### config.mk
export PLATFORM = sky130hd
export DESIGN_NAME = id_ex_alu_decode
export DESIGN_NICKNAME = d
export VERILOG_FILES = /design/src/rtl/id_ex_alu_decode.sv
export SDC_FILE = /design/constraint.sdc
export NUM_CORES = 1
export LEC_CHECK = 0
export ABC_AREA = 0
export ABC_CLOCK_PERIOD_IN_PS = 2600
export CAP_MARGIN = 25
export CORE_MARGIN = 1.5
export CORE_UTILIZATION = 30
export DETAILED_ROUTE_END_ITERATION = 12
export PLACE_DENSITY = 0.67
export SLEW_MARGIN = 0
export SYNTH_ARGS = -nofsm -noshare
export SYNTH_HDL_FRONTEND = slang
export SYNTH_SLANG_ARGS = --single-unit
### constraint.sdc
create_clock -name i_clk -period 2.6 [get_ports i_clk]
set_clock_uncertainty 0.15 [all_clocks]
set_input_delay 0.52 -clock i_clk [delete_from_list [all_inputs] [get_ports i_clk]]
set_output_delay 0.52 -clock i_clk [all_outputs]
set_load 0.02 [all_outputs]
### src/rtl/id_ex_alu_decode.sv
// ID/EX pipeline register with RV32I ALU-control decode for the execute stage.
// Decode is combinational from the ID-stage word; all outputs are registered.
module id_ex_alu_decode (
    input  logic        i_clk,
    input  logic        i_rst_n,
    input  logic        i_valid,
    input  logic        i_stall,
    input  logic        i_flush,
    input  logic [31:0] i_instr,
    input  logic [31:0] i_rs1_data,
    input  logic [31:0] i_rs2_data,
    input  logic [31:0] i_imm,
    output logic        o_valid,
    output logic [3:0]  o_ALUControl,
    output logic [31:0] o_A,
    output logic [31:0] o_B,
    output logic [4:0]  o_rd,
    output logic        o_reg_write,
    output logic        o_illegal,
    output logic [7:0]  o_illegal_cnt
);

    // NOR (1100) is part of the ALU code space but no RV32I op here maps to it.
    localparam logic [3:0] ALU_AND = 4'b0000;
    localparam logic [3:0] ALU_OR  = 4'b0001;
    localparam logic [3:0] ALU_ADD = 4'b0010;
    localparam logic [3:0] ALU_SUB = 4'b0110;
    localparam logic [3:0] ALU_SLT = 4'b0111;

    localparam logic [6:0] OP_R      = 7'b0110011;
    localparam logic [6:0] OP_I      = 7'b0010011;
    localparam logic [6:0] OP_LOAD   = 7'b0000011;
    localparam logic [6:0] OP_STORE  = 7'b0100011;
    localparam logic [6:0] OP_BRANCH = 7'b1100011;

    logic [6:0] opcode;
    logic [2:0] funct3;
    logic [6:0] funct7;
    logic [4:0] rd;
    logic       unused_bits;

    assign opcode      = i_instr[6:0];
    assign rd          = i_instr[11:7];
    assign funct3      = i_instr[14:12];
    assign funct7      = i_instr[31:25];
    assign unused_bits = ^i_instr[24:15];

    logic       dec_legal;
    logic       dec_use_imm;
    logic       dec_wr;
    logic [3:0] dec_alu;

    always_comb begin
        dec_legal   = 1'b0;
        dec_use_imm = 1'b0;
        dec_wr      = 1'b0;
        dec_alu     = ALU_AND;
        case (opcode)
            OP_R: begin
                dec_legal = 1'b1;
                dec_wr    = 1'b1;
                case (funct3)
                    3'b000: begin
                        if (funct7 == 7'b0000000)      dec_alu = ALU_ADD;
                        else if (funct7 == 7'b0100000) dec_alu = ALU_SUB;
                        else                           dec_legal = 1'b0;
                    end
                    3'b111: dec_alu = ALU_AND;
                    3'b110: dec_alu = ALU_OR;
                    3'b010: begin
                        if (funct7 == 7'b0000000) dec_alu = ALU_SLT;
                        else                      dec_legal = 1'b0;
                    end
                    default: dec_legal = 1'b0;
                endcase
            end
            OP_I: begin
                dec_legal   = 1'b1;
                dec_wr      = 1'b1;
                dec_use_imm = 1'b1;
                case (funct3)
                    3'b000:  dec_alu = ALU_ADD;
                    3'b111:  dec_alu = ALU_AND;
                    3'b110:  dec_alu = ALU_OR;
                    3'b010:  dec_alu = ALU_SLT;
                    default: dec_legal = 1'b0;
                endcase
            end
            OP_LOAD: begin
                dec_legal   = 1'b1;
                dec_wr      = 1'b1;
                dec_use_imm = 1'b1;
                dec_alu     = ALU_ADD;
            end
            OP_STORE: begin
                dec_legal   = 1'b1;
                dec_use_imm = 1'b1;
                dec_alu     = ALU_ADD;
            end
            OP_BRANCH: begin
                dec_legal = (funct3 == 3'b000) || (funct3 == 3'b001);
                dec_alu   = ALU_SUB;
            end
            default: dec_legal = 1'b0;
        endcase
        // Illegal words must not leak a partially decoded op or write.
        if (!dec_legal) begin
            dec_alu     = ALU_AND;
            dec_wr      = 1'b0;
            dec_use_imm = 1'b0;
        end
        if (rd == 5'd0) dec_wr = 1'b0;
    end

    always_ff @(posedge i_clk or negedge i_rst_n) begin
        if (!i_rst_n) begin
            o_valid       <= 1'b0;
            o_ALUControl  <= ALU_AND;
            o_A           <= '0;
            o_B           <= '0;
            o_rd          <= '0;
            o_reg_write   <= 1'b0;
            o_illegal     <= 1'b0;
            o_illegal_cnt <= '0;
        end else if (i_flush || (!i_stall && !i_valid)) begin
            // Bubble; the illegal counter is not touched.
            o_valid      <= 1'b0;
            o_ALUControl <= ALU_AND;
            o_A          <= '0;
            o_B          <= '0;
            o_rd         <= '0;
            o_reg_write  <= 1'b0;
            o_illegal    <= 1'b0;
        end else if (!i_stall) begin
            o_valid      <= 1'b1;
            o_ALUControl <= dec_alu;
            o_A          <= i_rs1_data;
            o_B          <= !dec_legal ? 32'd0 : (dec_use_imm ? i_imm : i_rs2_data);
            o_rd         <= rd;
            o_reg_write  <= dec_wr;
            o_illegal    <= !dec_legal;
            if (!dec_legal && (o_illegal_cnt != 8'hFF))
                o_illegal_cnt <= o_illegal_cnt + 8'd1;
        end
    end

endmodule

**Run 1: routing congestion map**

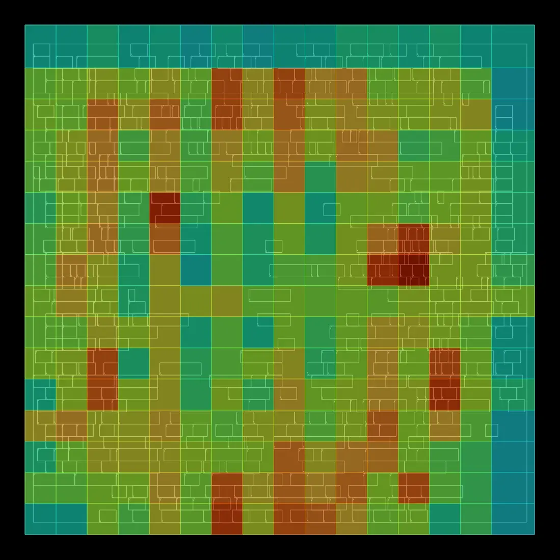
GR met3 Demand/Resource: 0.05356
met2 Track Usage GR: 0.2978
Finished Core Util: 0.5389

**Run 1: signal metal coverage by tile**

The bar under the picture is 20 µm long. The die is cut into 23 by 23 equal tiles; black is low, pale yellow is high, scaled to the fullest tile. Values are wire area over tile area, all layers added.
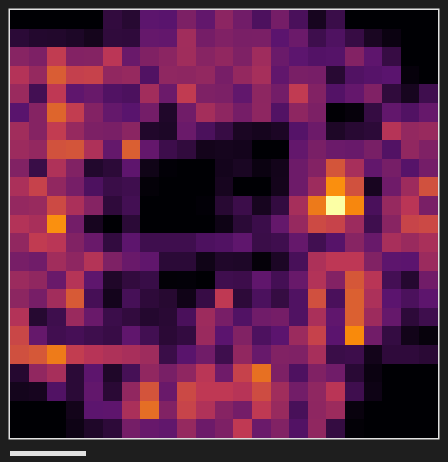
emptiest ninth of the die: middle
densest ninth of the die: right middle
tiles over half the peak: 10%
mean over tiles: 0.14
total track usage: 0.1715
vias after detailed routing: 3264
Post-Route WL: 10780 µm

**Run 1: cell density map**

The bar under the picture is 20 µm long. The die is cut into 11 by 11 equal tiles; black is low, pale yellow is high, 0 to 100% covered.
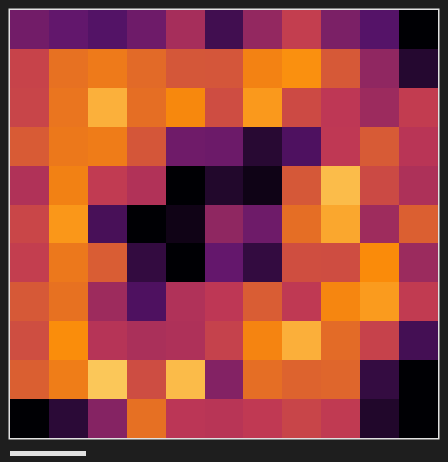
nearly empty tiles: 5.8%
fullest tile: 88%
tiles over 75% full: 9.1%
emptiest ninth of the die: middle

**Run 1: metal 1**

The bar under the picture is 20 µm long.
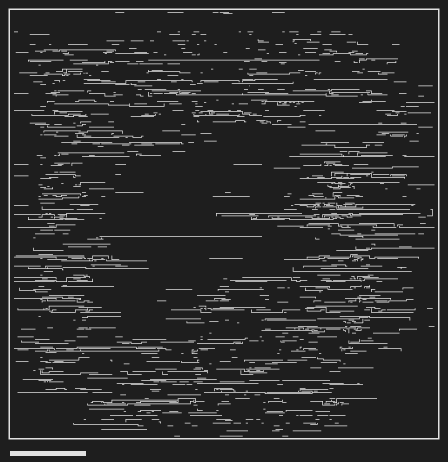
nets with wire on the layer: 554
main direction: horizontal
wire length on this layer: 4400 µm

==> flow_metrics.py, run 1 <==
# Synthesis and PnR figures
metrics = {
    "outcome": {
        "status": "finished clean",
    },
    "power": {
        "vdd_drop_max_mv": 0.3356,
        "pwr-share-clk": 0.402,
        "p_seq_frac": 0.419,
        "p_leak_nw": 2.591,
        "switching_share": 0.2461,
        "fin_total_pwr_mw": 3.411,
        "p_per_area_nw_per_um2": 545.0,
        "p_int_mw": 2.572,
    },
    "clocking": {
        "cts_buffers": 9,
        "cts_tree": "built",
        "cts_buffer_depth": 2,
        "cts_max_level": 3,
        "ctsResizeCount": 0,
        "cts_root_buf": "clkbuf_16",
        "clock_latency_ps": 340,
        "clk_pin_slew_ps": 60,
        "ctsHoldBuffers": 0,
    },
    "yosys": {
        "synth_cells": 315,
        "async_flop_share": 1.000,
        "ys_seq_frac": 0.5720,
        "synth_flops": 83,
        "top_logic_kind": "AND-OR/OR-AND gates",
        "ys.flop_type": "dfrtp_1",
        "ys_warn_count": 0,
        "compound_area_frac": 0.1671,
        "synth_cell_types": 40,
        "synth_stat.cells": 315,
        "post_synth.cell_area_avg_um2": 11.53,
        "fp_nets": 449,
    },
    "global_routing": {
        "grt_start_max_net_pins": 43,
        "grt_pass1_vias": 3460,
        "overflow": 0,
        "antenna_found_initial": 0,
        "grt_pass1_wl_um": 17070,
        "top_usage_layer": "met2",
    },
    "worst_setup_path": {
        "cp-startpoint": "i_instr[4]",
        "crit_fanout": 6,
        "cp.arrival_ps": 2440,
        "path_delay_family": "buffers and inverters",
        "crit_chain": "clkdlybuf4s50_1 > nor2_1 > a21oi_1 > a31oi_4 > buf_4 > nor4_1 > mux2_2",
        "cpPeakStageDelay_ps": 580,
        "r2r_cells": 5,
        "r2r_end": "o_illegal_cnt[1]",
        "crit_buf_inv": 2,
        "path_class": "in -> reg",
        "worst_ep_required_time_ps": 2680,
        "critPathCaptureType": "flop",
        "crit_end": "o_illegal_cnt[7]",
    },
    "sta": {
        "setup-violations-final": 0,
        "min_period_ps": 2360,
        "final_hold_viol_count": 0,
        "final-max-slew-violation-count": 0,
        "worst_slack_ps": 239.9,
        "worst_slew_pin_slew_ps": 547.2,
    },
    "die": {
        "rows": 39,
        "die_w_um": 113.0,
        "core_um2": 11610,
        "fp_util": 0.3126,
    },
    "detailed_routing": {
        "drt_iter0_drc": 131,
        "wl_met2_um": 5443,
        "dr_wl_met3_um": 753,
        "vias_per_cell": 4.828,
        "wl_per_cell_um": 15.94,
        "drtAntennaViolNets": 0,
    },
    "layout": {
        "comb_area_frac": 0.2327,
        "final_cell_mix": "204 x clkdlybuf4s50_1, 83 x dfrtp_1, 48 x nand2_1",
        "fin_nets": 663,
        "sh_seq_area": 0.3319,
        "mi_logic_area_um2": 1456,
        "clk_share": 0.05058,
        "nFillCells": 1039,
        "diodes": 0,
        "comb_cells": 210,
    },
    "place": {
        "post-place-ws_ps": -90.80,
        "port_buffers": 205,
    },
}
## run 1: power by group through the flow
| stage | logic [mW] | registers [mW] | clock network (mW) |
|---|---|---|---|
| 2_1_floorplan | 0.145 | 1.52 | 0 |
| 3_3_place_gp | 0.609 | 1.45 | 0 |
| 3_5_place_dp | 0.618 | 1.45 | 0 |
| 4_1_cts | 0.620 | 1.43 | 1.41 |
| 5_1_grt | 0.660 | 1.44 | 1.47 |
| 6_report | 0.612 | 1.43 | 1.37 |
## run 1: synth_stat cells, types with 2 or more instances
library cell | n | share of area
a21oi_1 | 3 | 0.0041
a22o_1 | 38 | 0.092
buf_1 | 2 | 0.0021
buf_2 | 3 | 0.0041
buf_4 | 5 | 0.010
clkbuf_1 | 10 | 0.010
dfrtp_1 | 83 | 0.57
inv_1 | 2 | 0.0021
mux2_2 | 2 | 0.0062
mux2i_1 | 32 | 0.088
nand2_1 | 48 | 0.050
nand3_1 | 3 | 0.0041
nand4_1 | 2 | 0.0034
nor2_1 | 8 | 0.0083
nor2b_1 | 3 | 0.0052
nor3_1 | 4 | 0.0055
nor4_1 | 3 | 0.0052
o21ai_0 | 6 | 0.0083
o21ai_1 | 30 | 0.041
or3_1 | 2 | 0.0034
or4_1 | 3 | 0.0062
xnor2_1 | 3 | 0.0072
xor2_1 | 3 | 0.0072
## run 1: registers in the layout (all words and copies together), names as in the netlist
name           cells
o_A               32
o_B               32
o_illegal_cnt      8
o_rd               5
o_ALUControl       3
o_illegal          1
o_reg_write        1
o_valid            1
## run 1: metrics by stage
stage	util	TNS (ps)	area (µm²)	cells
after global routing	0.5389	0	6259	676
after global placement	0.5116	-95.32	5942	661
after detailed placement	0.5116	-272.0	5942	661
after floorplan	-	0	3631	315
after CTS	0.5389	0	6259	676
final	0.5389	0	6259	676
==> run 2: changes to the inputs <==
SETUP_SLACK_MARGIN = 0.3   (was unset)
==> flow_metrics.py, run 2 <==
# Synthesis and PnR figures
metrics = {
    "outcome": {
        "status": "finished clean",
    },
    "global_routing": {
        "antenna_found_initial": 0,
        "grt_start_max_net_pins": 43,
        "overflow": 0,
        "gr-usage-all-layers": 0.1724,
        "grt_pass1_wl_um": 17160,
        "grt_pass1_vias": 3472,
    },
    "clocking": {
        "cts_buffer_depth": 2,
        "cts_tree": "built",
        "cts_buffers": 9,
        "clock_latency_ps": 340,
        "cts_max_level": 3,
        "ctsHoldBuffers": 0,
        "clock_sinks": 83,
        "cts_root_buf": "clkbuf_16",
        "clk_pin_slew_ps": 60,
    },
    "layout": {
        "finalInstanceArea_um2": 6380,
        "flop-count": 83,
        "nFillCells": 1024,
        "inv_count": 2,
        "sh_seq_area": 0.3256,
        "comb_cells": 210,
        "fin_nets": 668,
        "top_regs": "o_A (32), o_B (32), o_illegal_cnt (8)",
        "final_util": 0.5493,
        "nonClkBufAreaFrac": 0.3632,
        "clk_share": 0.04962,
        "mi_logic_area_um2": 1483,
        "final_cell_mix": "198 x clkdlybuf4s50_1, 83 x dfrtp_1, 48 x nand2_1",
        "n_all_buffers": 228,
        "drive_gt1_frac": 0.09851,
        "stdcell_count": 681,
        "comb_area_frac": 0.2324,
        "n_clock_buffer": 11,
        "largest_class": "non-clock buffers",
        "diodes": 0,
        "syn_to_final_growth_pct": 75.71,
        "lay_top_count": "clkdlybuf4s50_1",
        "layout.area.seq_um2": 2077,
    },
    "worst_setup_path": {
        "path_delay_family": "buffers and inverters",
        "worst_ep_required_time_ps": 2680,
        "timing.rr.start": "o_illegal_cnt[0]",
        "crit_buf_inv": 3,
        "startpoint_type": "primary input",
        "path_class": "in -> reg",
        "cp-startpoint": "i_instr[26]",
        "cp.depth": 8,
        "cpPeakStageDelay_ps": 420,
        "crit_fanout": 6,
        "crit_chain": "clkdlybuf4s50_1 > nor4_2 > buf_4 > nand4_1 > a31oi_4 > buf_6 > nor3_1 > mux2_2",
        "crit_path_top_delay_cell": "clkdlybuf4s50_1",
        "r2r_cells": 5,
        "cp.arrival_ps": 2300,
        "critPathCaptureType": "flop",
    },
    "power": {
        "pg_comb_mw": 0.621,
        "pwr-share-clk": 0.401,
        "power.group.top": "sequential cells",
        "p_int_mw": 2.575,
        "p_clk_mw": 1.37,
        "p_leak_nw": 2.688,
        "combPwrFrac": 0.182,
        "p_seq_frac": 0.417,
        "switching_share": 0.2464,
        "seq-power_mw": 1.43,
        "vdd_drop_max_mv": 0.3355,
        "p_per_area_nw_per_um2": 535.6,
        "p_switching_mw": 0.8420,
    },
    "place": {
        "dpl.hpwl_um": 8087,
        "gp_congestion": 0.8333,
        "placed_cell_area_um2": 5942,
        "dp_cells": 661,
        "port_buffers": 205,
    },
    "detailed_routing": {
        "remaining_drc_errors": 0,
        "dr.pass1.iters": 4,
        "drtAntennaViolNets": 0,
        "wl_per_cell_um": 16.63,
        "drt_iter0_drc": 134,
        "vias_per_cell": 4.858,
    },
    "yosys": {
        "synth_cell_types": 40,
        "post_synth.cell_area_avg_um2": 11.53,
        "syn_area_um2": 3631,
        "ys_area_um2": 3631,
        "top_area_cell": "dfrtp_1",
        "top_cell_area_share": 0.5720,
        "synth_flops": 83,
        "fp_nets": 449,
        "synth_stat.cells": 315,
        "synth_cells": 315,
        "yosysMostFrequentCell": "dfrtp_1",
        "ys_warn_count": 0,
        "edf_count": 0,
        "netlist_top_cells_area": "dfrtp_1 57%, a22o_1 9.2%, mux2i_1 8.8%",
        "ys.flop_type": "dfrtp_1",
        "common_cells": "83 x dfrtp_1, 48 x nand2_1, 38 x a22o_1",
        "ys_seq_frac": 0.5720,
        "async_flop_share": 1.000,
    },
    "sta": {
        "final-max-slew-violation-count": 0,
        "fin_setup_tns_ps": 0,
        "min_period_ps": 2221,
        "final_hold_viol_count": 0,
        "fmax_mhz": 450.3,
        "whs_ps": 8.114,
        "finalCritPeriodShare": 0.8542,
        "worst_slew_pin_slew_ps": 546.8,
        "maxSlewHeadroom": 0.6355,
        "setup-violations-final": 0,
        "rsz0062_at_grt": "false",
    },
    "flow_run": {
        "drv_cap": 0,
        "warnings": 37,
    },
    "die": {
        "dieArea_um2": 12770,
        "die_h_um": 113.0,
        "fp_util": 0.3126,
        "die_w_um": 113.0,
        "num_io_pins": 217,
        "tap-cell-count": 143,
        "rows": 39,
        "core_um2": 11610,
    },
    "hold_path": {
        "hold_class": "in -> async",
    },
}
-- run 2: netlist changes by cell type in the layout (fill, tap and decap cells not counted), sizes merged --
cell | before | now
dlymetal6s2s | 0 | 6
buf | 19 | 22
clkbuf | 11 | 13
clkdlybuf4s50 | 204 | 198
-- run 2: logic make-up (layout without fill, tap and decap cells) --
| logic type | Yosys count | in the layout | share of synthesized area |
|---|---|---|---|
| buffers and inverters | 22 | 245 | 0.02895 |
| and+or+nand+nor | 84 | 84 | 0.1154 |
| AOI/OAI and AO/OA | 83 | 83 | 0.1671 |
| adders and majority gates | 1 | 1 | 0.003445 |
| muxes | 35 | 35 | 0.09752 |
| DFF | 83 | 83 | 0.5720 |
| xor gates and xnor gates | 6 | 6 | 0.01448 |
| other | 1 | 1 | 0.001033 |
-- run 2: path summary, 6_finish.rpt --
| check | end | slack [ps] |
|---|---|---|
| max reg2reg | o_illegal_cnt[1] | 800 |
| max in group asynchronous | o_A[31] | 1680 |
| max | o_illegal_cnt[6] | 380 |
| min in group i_clk | o_B[11] | 330 |
| min reg2reg | o_B[11] | 330 |
| min | o_illegal_cnt[4] | 8 |
-- run 2: metrics by stage --
stage | setup slack [ps] | total power, mW
global route | 324.2 | 3.575
detailed placement | -90.80 | 2.068
global placement | -45.86 | 2.056
floorplan | 475.3 | 1.660
finish | 379.1 | 3.417
CTS | 298.2 | 3.464
-- run 2: per-layer routing --
metal / vias up / global-route usage / part of all wire
met5: - / 0 / 0
met4: 0 / 0.07000 / 0.016
met3: 12 / 0.05356 / 0.067
met2: 117 / 0.3002 / 0.50
met1: 1606 / 0.1973 / 0.42
li1: 1573 / - / -
-- run 2: timing repair --
item                       4_1_cts  5_1_grt
pin swaps                        0        4
buffers inserted                 0        2
cloned                           0        3
gates resized                    2       10
setup endpoints to repair        2        6
**Run 2: M2 wires**

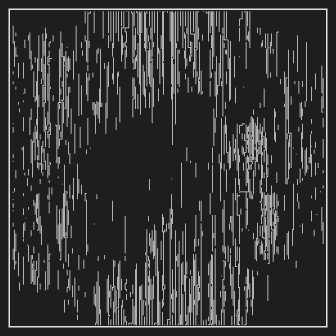
nets with wire on the layer: 578
main direction: vertical
longest straight run: 40.3 µm
Post-Route WL: 11320 µm
met2 Track Usage GR: 0.3002
vias after detailed routing: 3308

**Run 2: metal 1**

The bar under the picture is 20 µm long.
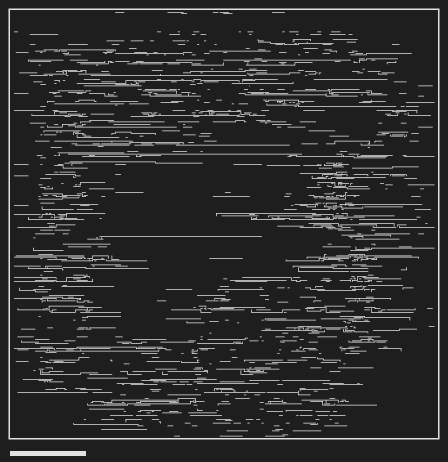
longest straight run: 61.6 µm
main direction: horizontal

==> run 3: changes to the inputs <==
CORE_UTILIZATION = 41   (was 30)
PLACE_DENSITY = 0.87   (was 0.67)
==> flow_metrics.py, run 3 <==
# Synthesis and PnR figures
metrics = {
    "layout": {
        "diodes": 0,
        "fin_nets": 665,
        "drive_gt1_frac": 0.09701,
        "final_cell_mix": "197 x clkdlybuf4s50_1, 83 x dfrtp_1, 48 x nand2_1",
        "final_util": 0.7205,
        "lay_top_count": "clkdlybuf4s50_1",
        "syn_to_final_growth_pct": 71.36,
        "top_regs": "o_A (32), o_B (32), o_illegal_cnt (8)",
    },
    "die": {
        "rows": 34,
        "die_w_um": 97.11,
        "die_h_um": 97.11,
        "dieArea_um2": 9429,
        "core_um2": 8636,
        "fp_util": 0.4205,
        "num_io_pins": 217,
    },
    "clocking": {
        "clock_latency_ps": 360,
        "cts_tree": "built",
        "cts_root_buf": "clkbuf_8",
        "cts_max_level": 3,
        "clk_pin_slew_ps": 100,
        "cts_buffers": 9,
        "cts_setup_buffers": 2,
        "clock_sinks": 83,
        "ctsResizeCount": 4,
        "ctsHoldBuffers": 1,
        "cts_buffer_depth": 2,
    },
    "yosys": {
        "post_synth.cell_area_avg_um2": 11.53,
        "netlist_top_cells_area": "dfrtp_1 57%, a22o_1 9.2%, mux2i_1 8.8%",
        "top_logic_kind": "AND-OR/OR-AND gates",
        "yosysMostFrequentCell": "dfrtp_1",
        "synth_cell_types": 40,
        "edf_count": 0,
        "common_cells": "83 x dfrtp_1, 48 x nand2_1, 38 x a22o_1",
        "async_flop_share": 1.000,
        "ys_area_um2": 3631,
        "adder_share": 0.003446,
        "simple_gate_area_frac": 0.1154,
        "synth_cells": 315,
        "fp_nets": 449,
        "syn_area_um2": 3631,
        "synth_flops": 83,
        "top_cell_area_share": 0.5720,
        "compound_area_frac": 0.1671,
        "ys_warn_count": 0,
        "top_area_cell": "dfrtp_1",
        "synth_stat.cells": 315,
        "ys.flop_type": "dfrtp_1",
        "ys_seq_frac": 0.5720,
        "mux_share": 0.09752,
        "ys_sh_xor": 0.01447,
    },
    "worst_setup_path": {
        "worst_ep_required_time_ps": 2700,
        "crit_chain": "clkdlybuf4s50_1 > or3_4 > a21o_1 > a31oi_4 > or3_4 > mux2_4",
        "crit_buf_inv": 1,
        "cp.arrival_ps": 2370,
        "cp_common_cell": "or3_4",
        "crit_path_top_delay_cell": "clkdlybuf4s50_1",
        "path_class": "in -> reg",
        "startpoint_type": "primary input",
        "path_delay_family": "simple AND/OR/NAND/NOR gates",
        "cpPeakStageDelay_ps": 440,
        "crit_fanout": 4,
        "critPathCaptureType": "flop",
    },
    "detailed_routing": {
        "wl_per_cell_um": 16.42,
        "drt_iter0_drc": 101,
        "dr.pass1.iters": 5,
        "vias_per_cell": 5.158,
        "drtAntennaViolNets": 0,
        "remaining_drc_errors": 0,
    },
    "outcome": {
        "status": "finished clean",
    },
    "global_routing": {
        "overflow": 0,
        "grt_start_max_net_pins": 76,
        "grt_pass1_vias": 3539,
        "antenna_found_initial": 1,
        "gr-usage-all-layers": 0.2309,
        "grt_pass1_wl_um": 17550,
    },
    "place": {
        "post-place-ws_ps": -202.6,
        "gp_congestion": 0.8816,
        "port_buffers": 205,
        "dpl.hpwl_um": 7665,
    },
    "power": {
        "vdd_drop_max_mv": 0.3076,
        "p_per_area_nw_per_um2": 501.1,
        "p_leak_nw": 2.640,
        "fin_total_pwr_mw": 3.118,
    },
    "sta": {
        "worst_slack_ps": 335.1,
        "final_hold_viol_count": 0,
        "fmax_mhz": 441.5,
        "min_period_ps": 2265,
        "setup-violations-final": 0,
        "whs_ps": 337.1,
        "final-max-slew-violation-count": 0,
        "rsz0062_at_grt": "false",
        "finalCritPeriodShare": 0.8711,
    },
    "flow_run": {
        "drv_cap": 0,
        "warnings": 36,
    },
    "hold_path": {
        "hold_class": "reg -> reg",
    },
}
## run 3: cell counts after synthesis
Identical to the previous run, type by type.
## run 3: per-stage QoR
stage,cells,instance area (µm²),TNS [ps]
6_report,644,6222,0
5_1_grt,644,6222,0
3_3_place_gp,623,5888,-1833
3_5_place_dp,623,5888,-2468
2_1_floorplan,315,3631,0
4_1_cts,643,6176,0
## run 3: report_power, final
part | switching [mW] | internal [mW]
logic | 0.273 | 0.363
clock network | 0.500 | 0.560
registers | 0.0698 | 1.35
## run 3: layer usage
metal	GRT usage	wire length, µm	vias up
met2	0.4024	5449	147
met3	0.07986	814	9
li1	-	-	1569
met5	0	16	-
met1	0.2715	4214	1595
met4	0.06132	80	2
## run 3: worst paths after layout
path / from / slack, ps / to / depth (start not counted)
setup / recovery: i_instr[5] / 340 / o_illegal_cnt[1] / 6
hold / removal: o_valid / 340 / o_valid / 2
setup reg to reg: o_illegal_cnt[3] / 790 / o_illegal_cnt[1] / 5
hold reg to reg: o_valid / 340 / o_valid / 2
max in group asynchronous: i_rst_n / 1160 / o_B[2] / 3
min in group asynchronous: i_rst_n / 530 / o_A[26] / 2
## run 3: cells by family (layout without fill, tap and decap cells)
kind of cell / count (synthesis) / after routing
compound gates: 83 / 84
flops: 83 / 83
buf+inv: 22 / 242
mux: 35 / 35
fa+ha+maj: 1 / 1
other cells: 1 / 1
xor+xnor: 6 / 6
simple gates: 84 / 84
## run 3: final cells by class
type | count | area, µm²
inverter | 2 | 7.507
timing repair buffer | 224 | 2266
fill | 640 | 2414
sequential | 83 | 2077
tap | 108 | 135.1
clock buffer | 9 | 123.9
clock inverter | 7 | 106.4
multi-input combinational | 211 | 1506
## run 3: worst register-to-register path: stages, from the launching register on
cell and delay [ps]:
dfrtp_1 440, and4_1 240, nand3_1 120, nor2_1 80
or3_4 380, mux2_4 300
**Run 3: metal 1**

The bar under the picture is 20 µm long.
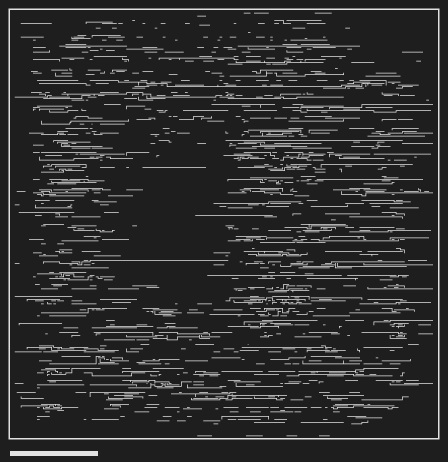
wire length on this layer: 4210 µm
longest straight run: 40.0 µm
vias after detailed routing: 3322
Post-Route WL: 10570 µm

**Run 3: signal metal coverage by tile**

The bar under the picture is 20 µm long. The die is cut into 19 by 19 equal tiles; black is low, pale yellow is high, scaled to the fullest tile. Values are wire area over tile area, all layers added.
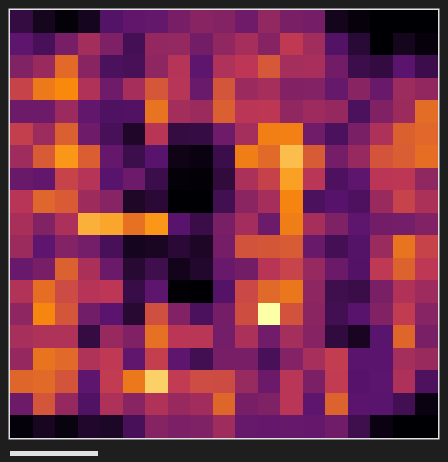
fullest tile: 0.50
tiles over half the peak: 22%
nearly empty tiles: 4.4%
mean over tiles: 0.18

Power is estimated from default activity; no workload was simulated.
